`config.mk`:
```
export PLATFORM = sky130hd
export DESIGN_NAME = stride_kernel
export DESIGN_NICKNAME = d
export VERILOG_FILES = /design/src/rtl/hog_pkg.sv /design/src/rtl/window_row_shift.sv /design/src/rtl/stride_kernel.sv
export SDC_FILE = /design/constraint.sdc
export NUM_CORES = 1
export LEC_CHECK = 0
export ABC_AREA = 1
export CAP_MARGIN = 15
export CORE_ASPECT_RATIO = 1.1
export CORE_MARGIN = 3
export CORE_UTILIZATION = 43
export DETAILED_ROUTE_END_ITERATION = 10
export PLACE_DENSITY = 0.67
export SKIP_LAST_GASP = 1
export SLEW_MARGIN = 20
export SYNTH_ARGS = -nofsm -noshare
export SYNTH_HDL_FRONTEND = slang
export SYNTH_SLANG_ARGS = --single-unit
export TNS_END_PERCENT = 20
```
`constraint.sdc`:
```
create_clock -name clk -period 2.1 [get_ports clk]
set_input_delay 0.42 -clock clk [delete_from_list [all_inputs] [get_ports clk]]
set_output_delay 0.42 -clock clk [all_outputs]
set_load 0.02 [all_outputs]
```
`src/rtl/hog_pkg.sv`:
```
// Shared pixel definitions and sizing helpers for the sliding-window blocks.
package hog_pkg;

    localparam int DATA_WIDTH_DEFAULT = 8;

    typedef logic [DATA_WIDTH_DEFAULT-1:0] pixel_t;

    function automatic int col_width(input int n);
        return (n > 1) ? $clog2(n) : 1;
    endfunction

endpackage

```
`src/rtl/window_row_shift.sv`:
```
// One window row: DEPTH-deep pixel shifter; column 0 holds the oldest pixel.
module window_row_shift #(
    parameter int DEPTH = 3,
    parameter int DW    = 8
) (
    input  logic                clk,
    input  logic                rst,
    input  logic                shift_en,
    input  logic [DW-1:0]       din,
    output logic [DEPTH*DW-1:0] win_next
);

    logic [DEPTH-1:0][DW-1:0] win_q;
    logic [DEPTH-1:0][DW-1:0] win_d;

    always_comb begin
        win_d = win_q;
        if (shift_en) begin
            for (int c = 0; c < DEPTH - 1; c++) begin
                win_d[c] = win_q[c+1];
            end
            win_d[DEPTH-1] = din;
        end
    end

    always_ff @(posedge clk) begin
        if (!rst) begin
            win_q <= '0;
        end else begin
            win_q <= win_d;
        end
    end

    // The top registers the post-shift view so the window includes the column just accepted.
    assign win_next = win_d;

endmodule

```
`src/rtl/stride_kernel.sv`:
```
// Sliding BLOCK_WIDTH x BLOCK_HEIGHT window over a column stream, emitting every STRIDE-th window per line.
module stride_kernel
    import hog_pkg::*;
#(
    parameter int BLOCK_WIDTH  = 3,
    parameter int BLOCK_HEIGHT = 3,
    parameter int DATA_WIDTH   = DATA_WIDTH_DEFAULT,
    parameter int IMAGE_WIDTH  = 64,
    parameter int STRIDE       = 1,
    localparam int CW          = col_width(IMAGE_WIDTH)
) (
    input  logic                                       clk,
    input  logic                                       rst,
    input  logic [DATA_WIDTH*BLOCK_HEIGHT-1:0]         in_pixels,
    input  logic                                       in_valid,
    output logic                                       in_ready,
    output logic [BLOCK_WIDTH*BLOCK_HEIGHT*DATA_WIDTH-1:0] out_pixels,
    output logic                                       out_valid,
    input  logic                                       out_ready,
    output logic [CW-1:0]                              out_col,
    output logic                                       out_eol
);

    localparam int SW       = col_width(STRIDE);
    localparam int WIN_W    = BLOCK_WIDTH * DATA_WIDTH;
    localparam int PIX_W    = BLOCK_HEIGHT * WIN_W;
    localparam int LAST_COL = BLOCK_WIDTH - 1 + ((IMAGE_WIDTH - BLOCK_WIDTH) / STRIDE) * STRIDE;

    localparam logic [CW-1:0] COL_FIRST     = CW'(BLOCK_WIDTH - 1);
    localparam logic [CW-1:0] COL_MAX       = CW'(IMAGE_WIDTH - 1);
    localparam logic [CW-1:0] COL_LAST      = CW'(LAST_COL);
    localparam logic [SW-1:0] STRIDE_RELOAD = SW'(STRIDE - 1);

    logic             push;
    logic             produce;
    logic [PIX_W-1:0] win_next;

    logic [CW-1:0]    col_q, col_d;
    logic [SW-1:0]    stride_q, stride_d;
    logic             out_valid_q, out_valid_d;
    logic             out_eol_q, out_eol_d;
    logic [CW-1:0]    out_col_q, out_col_d;
    logic [PIX_W-1:0] out_pixels_q, out_pixels_d;

    for (genvar r = 0; r < BLOCK_HEIGHT; r++) begin : g_row
        window_row_shift #(
            .DEPTH (BLOCK_WIDTH),
            .DW    (DATA_WIDTH)
        ) u_row (
            .clk      (clk),
            .rst      (rst),
            .shift_en (push),
            .din      (in_pixels[r*DATA_WIDTH +: DATA_WIDTH]),
            .win_next (win_next[r*WIN_W +: WIN_W])
        );
    end

    assign in_ready = !out_valid_q || out_ready;
    assign push     = in_valid && in_ready;
    assign produce  = push && (col_q >= COL_FIRST) && (stride_q == '0);

    always_comb begin
        col_d        = col_q;
        stride_d     = stride_q;
        out_valid_d  = out_valid_q;
        out_eol_d    = out_eol_q;
        out_col_d    = out_col_q;
        out_pixels_d = out_pixels_q;

        if (push) begin
            col_d = (col_q == COL_MAX) ? '0 : col_q + CW'(1);
            // Stride phase only runs once a full window exists and restarts each line.
            if (col_q == COL_MAX || col_q < COL_FIRST) begin
                stride_d = '0;
            end else if (stride_q == '0) begin
                stride_d = STRIDE_RELOAD;
            end else begin
                stride_d = stride_q - SW'(1);
            end
        end

        if (produce) begin
            out_valid_d  = 1'b1;
            out_pixels_d = win_next;
            out_col_d    = col_q;
            out_eol_d    = (col_q == COL_LAST);
        end else if (out_ready) begin
            out_valid_d  = 1'b0;
        end
    end

    always_ff @(posedge clk) begin
        if (!rst) begin
            col_q        <= '0;
            stride_q     <= '0;
            out_valid_q  <= 1'b0;
            out_eol_q    <= 1'b0;
            out_col_q    <= '0;
            out_pixels_q <= '0;
        end else begin
            col_q        <= col_d;
            stride_q     <= stride_d;
            out_valid_q  <= out_valid_d;
            out_eol_q    <= out_eol_d;
            out_col_q    <= out_col_d;
            out_pixels_q <= out_pixels_d;
        end
    end

    assign out_valid  = out_valid_q;
    assign out_eol    = out_eol_q;
    assign out_col    = out_col_q;
    assign out_pixels = out_pixels_q;

endmodule

```
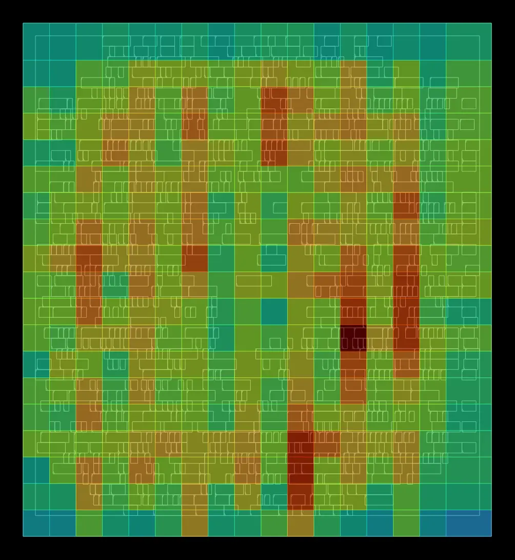
Fig. 1. Routing congestion.
wire length per cell after detailed routing: 11.6 microns
gr usage total: 18.4%
met1 capacity usage during global routing: 23.4%
met2 usage in global routing: 29.5%
met3 usage: 4.77%

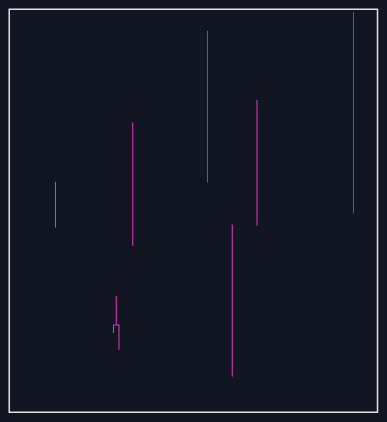
Fig. 2. Signal wires on met4.
(3 px per micron)
wire length on this layer: 287 microns
share of all routed wire: 2.0%
nets with wire on the layer: 4
longest straight run: 66.6 microns
main direction: vertical
via count of the routed design: 5553
wirelength, routed: 14300 microns

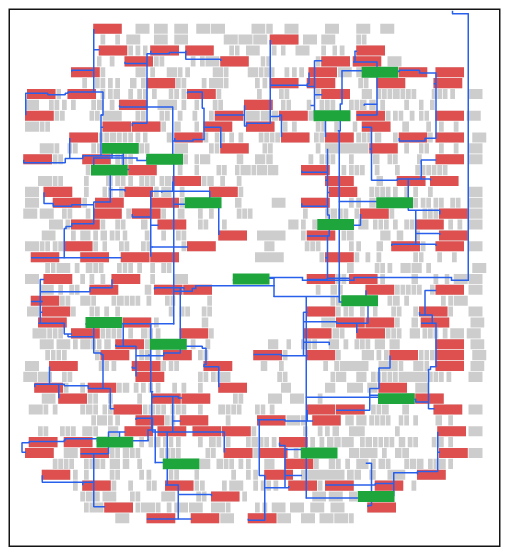
Fig. 3. Clock network drawn from the DEF.
(4 px per micron)
[red] flip-flops | count: 158
[green] clock drivers | count: 17
[blue] clock wires | length: 1830 microns
routed clock nets: 18
clock network power consumption: 3010 uW
Clock Power Share: 38.3%
setup skew after layout: 6.75 ps

-- stage by stage --
step	cell area [sq um]	hold WS, ps
5_1_grt	8160	475
6_report	8160	459
3_3_place_gp	7570	448
4_1_cts	8160	461
3_5_place_dp	7570	451
2_1_floorplan	6390	472
-- registers in the layout, summed over array words and instances, names as in the netlist --
register	cells
col_q	6
g_row.u_row.win_q	72
out_col	6
out_eol	1
out_pixels	72
out_valid	1
-- worst paths after layout --
kind	start	to	slack (ps)	depth (start not counted)
hold reg to reg	out_eol$_SDFFE_PN0P_	out_eol$_SDFFE_PN0P_	460	2
setup reg to reg	col_q[0]$_SDFFE_PN0P_	out_pixels[67]$_SDFFE_PN0P_	540	10
setup / recovery	out_pixels[7]$_SDFFE_PN0P_	out_pixels[7]	260	1
hold / removal	out_eol$_SDFFE_PN0P_	out_eol$_SDFFE_PN0P_	460	2
-- final cells by class --
class | count | area [sq um] | share of cell area, %
multi-input combinational | 636 | 2600 | 31.8
inverter | 81 | 312 | 3.82
tap | 192 | 240 | 2.94
clock buffer | 22 | 474 | 5.81
sequential | 158 | 3160 | 38.8
timing repair buffer | 127 | 1260 | 15.5
clock inverter | 10 | 111 | 1.36
-- per-layer routing --
layer | vias to the layer above | wire, microns | track usage [%]
li1 | 2964 | - | -
met3 | 21 | 590 | 4.77
met1 | 2462 | 6750 | 23.4
met4 | 0 | 286 | 7.78
met2 | 106 | 6630 | 29.5
met5 | - | 0 | 0
-- power groups by stage --
| stage | clock (uW) | sequential [uW] | combinational (uW) |
|---|---|---|---|
| 6_report | 3010 | 3380 | 1460 |
| 2_1_floorplan | 0 | 3630 | 778 |
| 5_1_grt | 3230 | 3410 | 1650 |
| 3_5_place_dp | 0 | 3450 | 1480 |
| 3_3_place_gp | 0 | 3440 | 1470 |
| 4_1_cts | 3090 | 3390 | 1480 |
==> ci_impl_report.md <==
### Yosys + OpenROAD results

| Metric | Value |
|---|---|
| Internal power component | `5720 uW` |
| Tmin final | `1840 ps` |
| Async SR Flop Fraction | `0%` |
| Number of global-route vias before repair | `5133` |
| Clock transition time at the flip-flop clock pins of the worst setup and hold paths | `60 ps` |
| Dominant register cell | `dfxtp_1` |
| Average instance area after synthesis | `6.86 sq um` |
| Pre-antenna DRT Iters | `7` |
| Reported net switching power | `2140 uW` |
| Element type at the critical path start | `flop` |
| Highest Clock Rate | `0.545 GHz` |
| Combinational cell fraction of total power | `18.6%` |
| Required arrival time at the worst endpoint | `1680 ps` |
| Maximum number of pins on one net before global-route repair | `73` |
| Share of layout cells above drive strength 1 | `5.51%` |
| Pwr/cell area | `963 nW/um^2` |
| Critical Path Fanout Max | `2` |
| Result of the run | `finished, final reports clean` |
| Standby leakage power | `0.00374 uW` |
| Yosys top cell by area | `dfxtp_1` |
| Share of the core filled with cells | `56.3%` |
| Starting DRC count in detailed routing | `351` |
| Hold Path Class | `flop to flop` |
| Count of mapped cells out of synthesis | `932` |
| Post-CTS setup repair buffer count | `0` |
| Power Total | `7860 uW` |
| Mux frac, synth | `0%` |
| CTS root buf | `clkbuf_16` |
| Number of nets produced by synthesis | `962` |
| Max Root-Sink Buffers | `2` |
| # placed instances | `1194` |
| Latency at later pin | `420 ps` |
| Count of library flops with an enable pin | `0` |
| Post-synth top area share | `49.5%` |
| Total number of clock tree sinks | `158` |
| CP max-delay cell | `clkdlybuf4s50_1` |
| Synth top cells by count | `nand2_1, nor2_1, dfxtp_1, inv_1, nand3_1` |
| Wire length of the first global-routing pass | `24100 microns` |
| Most area-consuming cells after synthesis | `dfxtp_1, nand2_1, nor2_1` |
| Pins Over Slew Limit | `0` |
| Number of buffers and inverters on the critical path | `1` |
| Slowest stage delay, CP | `630 ps` |
Power is estimated from default activity; no workload was simulated.
